[config.mk]
export PLATFORM = sky130hd
export DESIGN_NAME = firc_seq
export DESIGN_NICKNAME = d
export VERILOG_FILES = /design/src/rtl/firc_pkg.sv /design/src/rtl/firc_valid_pipe.sv /design/src/rtl/firc_seq.sv
export SDC_FILE = /design/constraint.sdc
export NUM_CORES = 1
export LEC_CHECK = 0
export CAP_MARGIN = 15
export CORE_MARGIN = 4
export CORE_UTILIZATION = 40
export CTS_CLUSTER_SIZE = 8
export DETAILED_ROUTE_END_ITERATION = 6
export SYNTH_ARGS = -nofsm -noshare
export SYNTH_HDL_FRONTEND = slang
export SYNTH_SLANG_ARGS = --single-unit
[constraint.sdc]
create_clock -name Clk -period 5.8 [get_ports Clk]
set_clock_uncertainty 0.1 [all_clocks]
set_input_delay 0.87 -clock Clk [delete_from_list [all_inputs] [get_ports Clk]]
set_output_delay 0.87 -clock Clk [all_outputs]
set_load 0.01 [all_outputs]
[src/rtl/firc_pkg.sv]
// -----------------------------------------------------------------------------
// firc_pkg
// Shared types and constants for the 29-tap symmetric complex FIR sequencer.
//
//   firc_state_t : LOAD (coefficient load), IDLE (waiting for a sample),
//                  MAC (15-step pre-add/MAC sweep)
//   NTAPS        : total filter taps (mirrored pairs plus a centre tap)
//   NCOEF        : unique coefficients, stored at coef-RAM addresses 1..NCOEF
//   BUF_DEPTH    : circular sample-buffer depth
//   PTR_W        : width of buffer pointers and coefficient addresses
//   LAST_STEP    : index of the centre-tap step, which is the final MAC step
//   coef_idx()   : maps a tap number to its coefficient-RAM address
// -----------------------------------------------------------------------------
package firc_pkg;

    typedef enum logic [1:0] {
        LOAD = 2'd0,
        IDLE = 2'd1,
        MAC  = 2'd2
    } firc_state_t;

    localparam int NTAPS     = 29;
    localparam int NCOEF     = (NTAPS + 1) / 2;
    localparam int BUF_DEPTH = 32;
    localparam int PTR_W     = $clog2(BUF_DEPTH);
    localparam int LAST_STEP = NCOEF - 1;

    // Taps k and NTAPS-1-k share a coefficient; pair k lives at address k+1,
    // so the centre tap lands on address NCOEF.
    function automatic logic [PTR_W-1:0] coef_idx(input logic [PTR_W-1:0] tap);
        logic [PTR_W-1:0] fold;
        if (tap <= PTR_W'(LAST_STEP)) begin
            fold = tap;
        end else begin
            fold = PTR_W'(NTAPS - 1) - tap;
        end
        return fold + PTR_W'(1);
    endfunction

endpackage

[src/rtl/firc_valid_pipe.sv]
// -----------------------------------------------------------------------------
// firc_valid_pipe
// DEPTH-stage valid shift register that tracks results travelling through the
// datapath MAC pipeline. A 1 presented on in_valid appears on out_valid
// exactly DEPTH cycles later. Reset empties the pipe so that results which
// were in flight are never announced.
//
// Ports
//   Clk       in  1  clock
//   Reset     in  1  synchronous, active-high clear
//   in_valid  in  1  result enters the pipe this cycle
//   out_valid out 1  result leaves the pipe this cycle
// -----------------------------------------------------------------------------
module firc_valid_pipe #(
    parameter int DEPTH = 3
) (
    input  logic Clk,
    input  logic Reset,
    input  logic in_valid,
    output logic out_valid
);

    logic [DEPTH-1:0] stage_reg;

    generate
        if (DEPTH == 1) begin : g_single
            always_ff @(posedge Clk) begin
                if (Reset) begin
                    stage_reg <= '0;
                end else begin
                    stage_reg <= in_valid;
                end
            end
        end else begin : g_multi
            always_ff @(posedge Clk) begin
                if (Reset) begin
                    stage_reg <= '0;
                end else begin
                    stage_reg <= {stage_reg[DEPTH-2:0], in_valid};
                end
            end
        end
    endgenerate

    assign out_valid = stage_reg[DEPTH-1];

endmodule

[src/rtl/firc_seq.sv]
// -----------------------------------------------------------------------------
// firc_seq
// Control sequencer for the time-multiplexed 29-tap symmetric complex FIR.
// Owns the coefficient-load handshake, the circular sample-buffer addressing,
// input backpressure and the 15-step pre-add/MAC sweep. Sample and
// coefficient data never pass through here; the datapath acts on the strobes
// and addresses produced below.
//
// Ports
//   Clk        in   1  clock
//   Reset      in   1  synchronous, active-high reset
//   PushIn     in   1  sample offered by upstream
//   StopIn     out  1  1 = sample not accepted this cycle
//   PushCoef   in   1  coefficient write request
//   CoefAddr   in   5  coefficient address, legal 1..15
//   CoefWe     out  1  coef-RAM write strobe (same-cycle pass-through)
//   CoefErr    out  1  one-cycle pulse: illegal address or PushCoef during MAC
//   Ready      out  1  all 15 coefficients valid
//   SampWe     out  1  datapath writes the sample into buffer[SampWAddr]
//   SampWAddr  out  5  buffer write pointer
//   RdAddrA    out  5  newer operand of the pre-add pair
//   RdAddrB    out  5  older operand of the pre-add pair
//   RdBValid   out  1  0 on the centre tap (operand B forced to 0)
//   CoefRAddr  out  5  coefficient read address
//   MacClr     out  1  first MAC step (accumulator load)
//   MacEn      out  1  MAC step active
//   MacLast    out  1  final MAC step
//   PushOut    out  1  filter output valid this cycle
// -----------------------------------------------------------------------------
module firc_seq
    import firc_pkg::*;
#(
    parameter int MAC_LAT = 3
) (
    input  logic             Clk,
    input  logic             Reset,
    input  logic             PushIn,
    output logic             StopIn,
    input  logic             PushCoef,
    input  logic [PTR_W-1:0] CoefAddr,
    output logic             CoefWe,
    output logic             CoefErr,
    output logic             Ready,
    output logic             SampWe,
    output logic [PTR_W-1:0] SampWAddr,
    output logic [PTR_W-1:0] RdAddrA,
    output logic [PTR_W-1:0] RdAddrB,
    output logic             RdBValid,
    output logic [PTR_W-1:0] CoefRAddr,
    output logic             MacClr,
    output logic             MacEn,
    output logic             MacLast,
    output logic             PushOut
);

    // -------------------------------------------------------------------------
    // State and counters
    // -------------------------------------------------------------------------
    firc_state_t      state_reg,  state_next;
    logic [3:0]       k_reg,      k_next;
    logic [PTR_W-1:0] wp_reg,     wp_next;
    logic [PTR_W-1:0] newest_reg, newest_next;
    logic [PTR_W-1:0] fill_reg,   fill_next;
    logic [NCOEF-1:0] mask_reg,   mask_next;

    // -------------------------------------------------------------------------
    // Coefficient address decode: bit gi is address gi+1.
    // -------------------------------------------------------------------------
    logic [NCOEF-1:0] coef_onehot;
    logic             coef_legal;

    generate
        for (genvar gi = 0; gi < NCOEF; gi++) begin : g_coef_dec
            assign coef_onehot[gi] = (CoefAddr == PTR_W'(gi + 1));
        end
    endgenerate

    assign coef_legal = |coef_onehot;

    // -------------------------------------------------------------------------
    // Sweep address generation. The step index is widened to the pointer
    // width so that all arithmetic wraps modulo the buffer depth.
    // -------------------------------------------------------------------------
    logic [PTR_W-1:0] k_ext;
    logic             k_is_last;
    logic [PTR_W-1:0] addr_a;
    logic [PTR_W-1:0] addr_b;

    assign k_ext     = PTR_W'(k_reg);
    assign k_is_last = (k_reg == 4'(LAST_STEP));
    assign addr_a    = newest_reg - k_ext;
    // The mirror partner of newest-k is newest-(NTAPS-1)+k.
    assign addr_b    = newest_reg - PTR_W'(NTAPS - 1) + k_ext;

    // -------------------------------------------------------------------------
    // Next-state and output logic
    // -------------------------------------------------------------------------
    logic accept;
    logic coef_take;
    logic mac_last_i;

    always_comb begin
        state_next  = state_reg;
        k_next      = k_reg;
        wp_next     = wp_reg;
        newest_next = newest_reg;
        fill_next   = fill_reg;
        mask_next   = mask_reg;

        StopIn      = 1'b1;
        CoefWe      = 1'b0;
        CoefErr     = 1'b0;
        SampWe      = 1'b0;
        RdAddrA     = '0;
        RdAddrB     = '0;
        RdBValid    = 1'b0;
        CoefRAddr   = '0;
        MacClr      = 1'b0;
        MacEn       = 1'b0;
        mac_last_i  = 1'b0;

        accept      = 1'b0;
        coef_take   = 1'b0;

        case (state_reg)
            LOAD: begin
                if (PushCoef) begin
                    if (coef_legal) begin
                        CoefWe    = 1'b1;
                        mask_next = mask_reg | coef_onehot;
                    end else begin
                        CoefErr = 1'b1;
                    end
                end
                // Leave only once the registered mask shows every coef written,
                // so Ready is visible for a cycle before samples are taken.
                if (&mask_reg) begin
                    state_next = IDLE;
                end
            end

            IDLE: begin
                if (PushCoef) begin
                    if (coef_legal) begin
                        // A coefficient update invalidates the rest of the
                        // set; the sample history is deliberately kept.
                        coef_take  = 1'b1;
                        CoefWe     = 1'b1;
                        mask_next  = coef_onehot;
                        state_next = LOAD;
                    end else begin
                        CoefErr = 1'b1;
                    end
                end
                StopIn = coef_take;
                accept = PushIn && !coef_take;
            end

            MAC: begin
                MacEn      = 1'b1;
                MacClr     = (k_reg == 4'd0);
                mac_last_i = k_is_last;
                RdAddrA    = addr_a;
                CoefRAddr  = coef_idx(k_ext);
                if (!k_is_last) begin
                    RdAddrB  = addr_b;
                    RdBValid = 1'b1;
                end
                if (PushCoef) begin
                    CoefErr = 1'b1;
                end
                if (k_is_last) begin
                    // Opening the input on the centre step lets the next
                    // sweep start immediately: one sample per 15 cycles.
                    StopIn = 1'b0;
                    accept = PushIn;
                    if (!PushIn) begin
                        state_next = IDLE;
                    end
                end else begin
                    k_next = k_reg + 4'd1;
                end
            end

            default: begin
                state_next = LOAD;
            end
        endcase

        if (accept) begin
            SampWe      = 1'b1;
            wp_next     = wp_reg + PTR_W'(1);
            newest_next = wp_reg;
            if (fill_reg < PTR_W'(NTAPS)) begin
                fill_next = fill_reg + PTR_W'(1);
            end
            state_next  = MAC;
            k_next      = 4'd0;
        end
    end

    always_ff @(posedge Clk) begin
        if (Reset) begin
            state_reg  <= LOAD;
            k_reg      <= '0;
            wp_reg     <= '0;
            newest_reg <= '0;
            fill_reg   <= '0;
            mask_reg   <= '0;
        end else begin
            state_reg  <= state_next;
            k_reg      <= k_next;
            wp_reg     <= wp_next;
            newest_reg <= newest_next;
            fill_reg   <= fill_next;
            mask_reg   <= mask_next;
        end
    end

    assign SampWAddr = wp_reg;
    assign Ready     = &mask_reg;
    assign MacLast   = mac_last_i;

    // -------------------------------------------------------------------------
    // Output valid: only sweeps over a fully populated delay line produce a
    // result, announced once the datapath MAC pipeline has drained.
    // -------------------------------------------------------------------------
    logic result_valid;

    assign result_valid = mac_last_i && (fill_reg == PTR_W'(NTAPS));

    firc_valid_pipe #(
        .DEPTH (MAC_LAT)
    ) u_valid_pipe (
        .Clk       (Clk),
        .Reset     (Reset),
        .in_valid  (result_valid),
        .out_valid (PushOut)
    );

endmodule

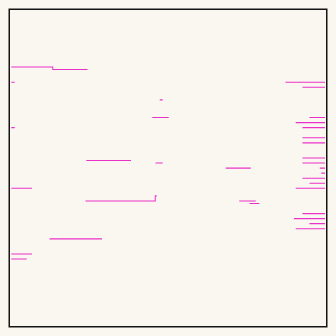
Run 1: M3 wires
- share of all routed wire: 3.7%
- longest straight run: 18.6 um
- wire length on this layer: 202 um
- main direction: horizontal
- nets with wire on the layer: 30
met3 usage: 0.0301
Post-Route WL: 5.43 mm

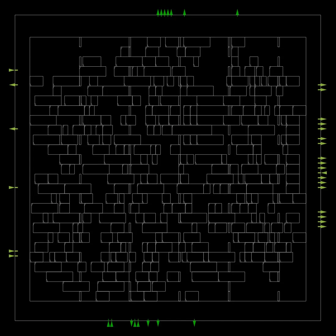
Run 1: placement view
Post-Layout Cell Count: 377
final design utilization: 0.516

==> results_slide.txt, run 1 <==
Implementation Results

Run status
  • Outcome: finished, final reports clean

Min path
  • WHS Endpoint: u_valid_pipe.stage_reg[2]$_SDFF_PP0_
  • Hold Crit Class: reg2reg
  • Hold Path Origin: u_valid_pipe.stage_reg[1]$_SDFF_PP0_

STA
  • Slew HR: 0.339
  • Setup TNS: 0 ps
  • Final setup fails: 0
  • Crit path time final: 4380 ps
  • WHS: around 340 ps
  • Hold Vio Cnt, Final: 0

Critical path
  • CP Max Fanout: 12
  • Crit start category: input pin
  • Req. time, crit path: 4830 ps
  • Cell chain of the critical path: clkdlybuf4s50_1, nor4_2, o211ai_1, nand2_1, clkdlybuf4s50_1
  • CP endpoint kind: primary output
  • CP arrival: 3410 ps

Detailed routing
  • Drt via density: 5.42
  • DRT iter0 DRCs: a little over 70

Clocking
  • Resized Gates After CTS: 0
  • Hold-fix buffers at CTS: 0
  • Number of CTS-inserted buffers: 5
  • Worst-Skew Late Latency: 290 ps
  • H-tree levels: 2

Global routing
  • Initial antenna violation count: 0
  • First-pass GRT wire length: 9.30 mm
  • Largest net degree at the start of global routing: 41
  • Met1 usage: 0.196
  • Met2 usage: 0.268

Pwr
  • Combinational group power: 0.0000505 W
  • Logic pwr share: 0.091
  • P_leak: 1.08 nW
  • VDD IR max: 0.143 mV
  • Top Consumer: sequential cells
  • Switching share of power: 0.222

Synth
  • Synth async-reset ratio: 0
  • Main area contributors: dfxtp_1, ha_1, nor2_1
  • Fa+ha+maj area frac: 0.133
  • Instance count of the mapped netlist: about 270
  • YS chip area: 2370 um2
  • Post-synth top area cell: dfxtp_1
  • Post-Syn Area: between 2000 and 2500 um2

Floorplan
  • Die area: 7230 um2
  • Fp_density: 0.421

Layout
  • Flops: 39
  • Clock buffers: 6
  • Inverters: 18
  • Multi-input gate share of total cell area: 0.504

Placed design
  • Placed instance count: around 370
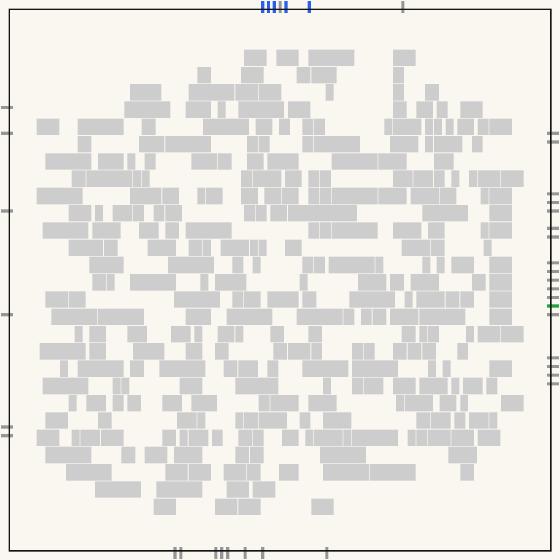
Run 1: I/O pins on the die edge
Pins as bars across the die edge, other pins in gray.
- MacClr: green (pins 1; direction output; edge right)
- SampWAddr: blue (pins 5; direction output; edge top)
- all pins by edge: 18 right, 8 bottom, 7 top, 6 left
Die Span Y: 85.1 um
IO buf count: 38

==> run 2: changes to the inputs <==
PLACE_DENSITY = 0.65   (was not set)
clock period = 3.75 ns   (was 5.8 ns; I/O delays follow)
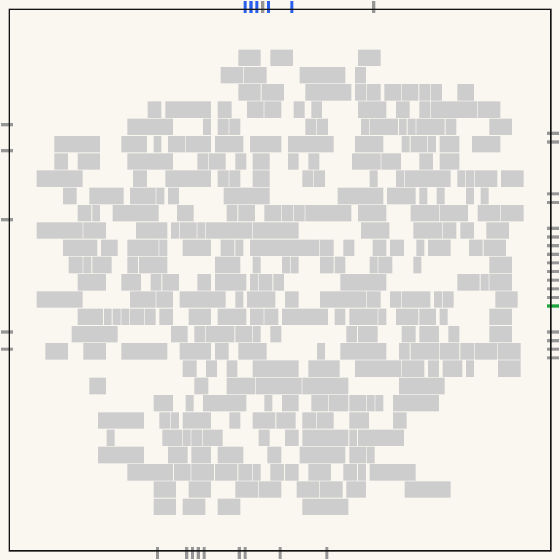
Run 2: I/O pins on the die edge
Pins as bars across the die edge, other pins in gray.
- MacClr: green (pins 1; direction output; edge right)
- SampWAddr: blue (pins 5; direction output; edge top)
- all pins by edge: 18 right, 9 bottom, 7 top, 5 left
Die W: 85.1 um

==> results_slide.txt, run 2 <==
Implementation Results

Run status
  • Outcome: finished, final reports clean (unchanged)

Layout
  • Inverters: 18 (unchanged)
  • Multi-input gate share of total cell area: 0.499 (was 0.504)
  • Flops: 39 (unchanged)

Pwr
  • Top Consumer: sequential cells (unchanged)
  • Logic pwr share: 0.093 (was 0.091)
  • P_leak: 1.10 nW (was 1.08 nW)
  • Combinational group power: 0.0000805 W (was 0.0000505 W)

Global routing
  • Met1 usage: 0.215 (was 0.196)
  • Met2 usage: 0.242 (was 0.268)
  • Initial antenna violation count: 0 (unchanged)

STA
  • Slew HR: 0.433 (was 0.339)
  • Final setup fails: 0 (unchanged)

Min path
  • Hold Path Origin: u_valid_pipe.stage_reg[1]$_SDFF_PP0_ (unchanged)
  • Hold Crit Class: reg2reg (unchanged)

Clocking
  • H-tree levels: 2 (unchanged)
  • Worst-Skew Late Latency: 290 ps (about the same)

Placed design
  • IO buf count: 38 (unchanged)

Synth
  • Synth async-reset ratio: 0 (unchanged)
  • Post-Syn Area: 2370 um2 (unchanged)
  • Main area contributors: dfxtp_1, ha_1, nor2_1 (unchanged)
  • Fa+ha+maj area frac: 0.133 (unchanged)
  • YS chip area: 2370 um2 (unchanged)
  • Instance count of the mapped netlist: 270 (unchanged)

Detailed routing
  • Post-Route WL: 5.50 mm (was 5.43 mm)
  • DRT iter0 DRCs: 134 (was 72)
  • Drt via density: 5.48 (was 5.42)

Critical path
  • CP arrival: 2780 ps (was 3410 ps)

Floorplan
  • Die area: 7230 um2 (unchanged)
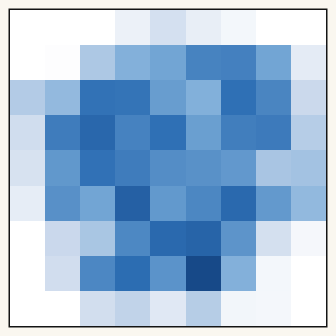
Run 2: placement density heat map
The die is cut into 9 by 9 equal tiles; white is low, dark blue is high, 0 to 100% covered.
- tiles over 75% full: 8.6%
- fullest tile: 90%
- densest ninth of the die: center
- mean over tiles: 39%
- nearly empty tiles: 16%
final design utilization: 0.521
fp_density: 0.421
Core ar.: 5640 um2

==> run 3: changes to the inputs <==
CORE_ASPECT_RATIO = 1.25   (was not set)
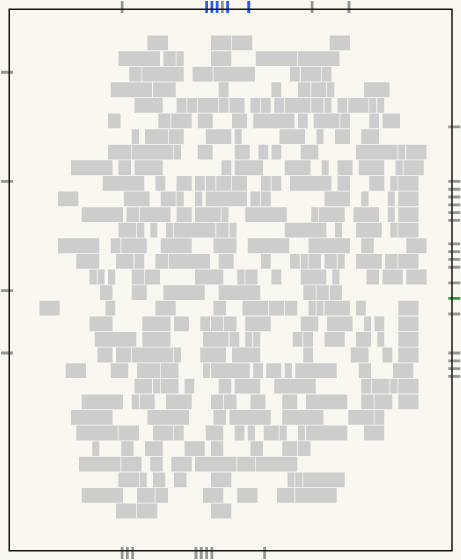
Run 3: I/O pins on the die edge
Pins as bars across the die edge, other pins in gray.
Die W: 76.9 um
Die Span Y: 94.1 um

==> results_slide.txt, run 3 <==
Implementation Results

Run status
  • Outcome: finished, final reports clean (unchanged)

Global routing
  • Initial antenna violation count: 0 (unchanged)
  • Met2 usage: 0.275 (was 0.242)
  • Met1 usage: 0.182 (was 0.215)

Detailed routing
  • Drt via density: 5.62 (was 5.48)

Floorplan
  • Core ar.: 5780 um2 (was 5640 um2)
  • Die area: 7240 um2 (was 7230 um2)
  • Fp_density: 0.411 (was 0.421)

Layout
  • Post-Layout Cell Count: 377 (was 381)
  • Final design utilization: 0.507 (was 0.521)
  • Flops: 39 (unchanged)
  • Inverters: 18 (unchanged)

Clocking
  • Number of CTS-inserted buffers: 5 (unchanged)
  • Resized Gates After CTS: 0 (unchanged)

Min path
  • Hold Crit Class: reg2reg (unchanged)
  • Hold Path Origin: u_valid_pipe.stage_reg[1]$_SDFF_PP0_ (unchanged)

Placed design
  • IO buf count: 38 (unchanged)

Synth
  • Fa+ha+maj area frac: 0.133 (unchanged)
  • YS chip area: 2370 um2 (unchanged)
  • Main area contributors: dfxtp_1, ha_1, nor2_1 (unchanged)

STA
  • Slew HR: 0.472 (was 0.433)
  • Hold Vio Cnt, Final: 0 (unchanged)

Pwr
  • Switching share of power: 0.234 (was 0.227)
  • Combinational group power: 0.0000796 W (was 0.0000805 W)

Critical path
  • Cell chain of the critical path: ha_1, inv_1, fa_1, nor2b_1, o21a_1, or3_1, a21oi_1, clkdlybuf4s50_1 (unchanged)
  • CP endpoint kind: primary output (unchanged)
  • CP Max Fanout: 9 (unchanged)
  • Req. time, crit path: 3090 ps (about the same)
  • Crit start category: flop (unchanged)
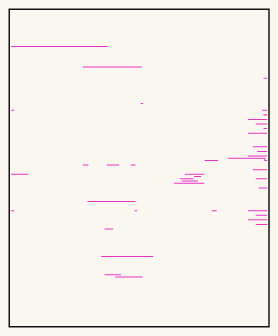
Run 3: M3 wires
Post-Route WL: 5.42 mm
met3 usage: 0.0278
Vias: 2117

Power figures rest on the tool's default switching activity, not on a simulated workload.
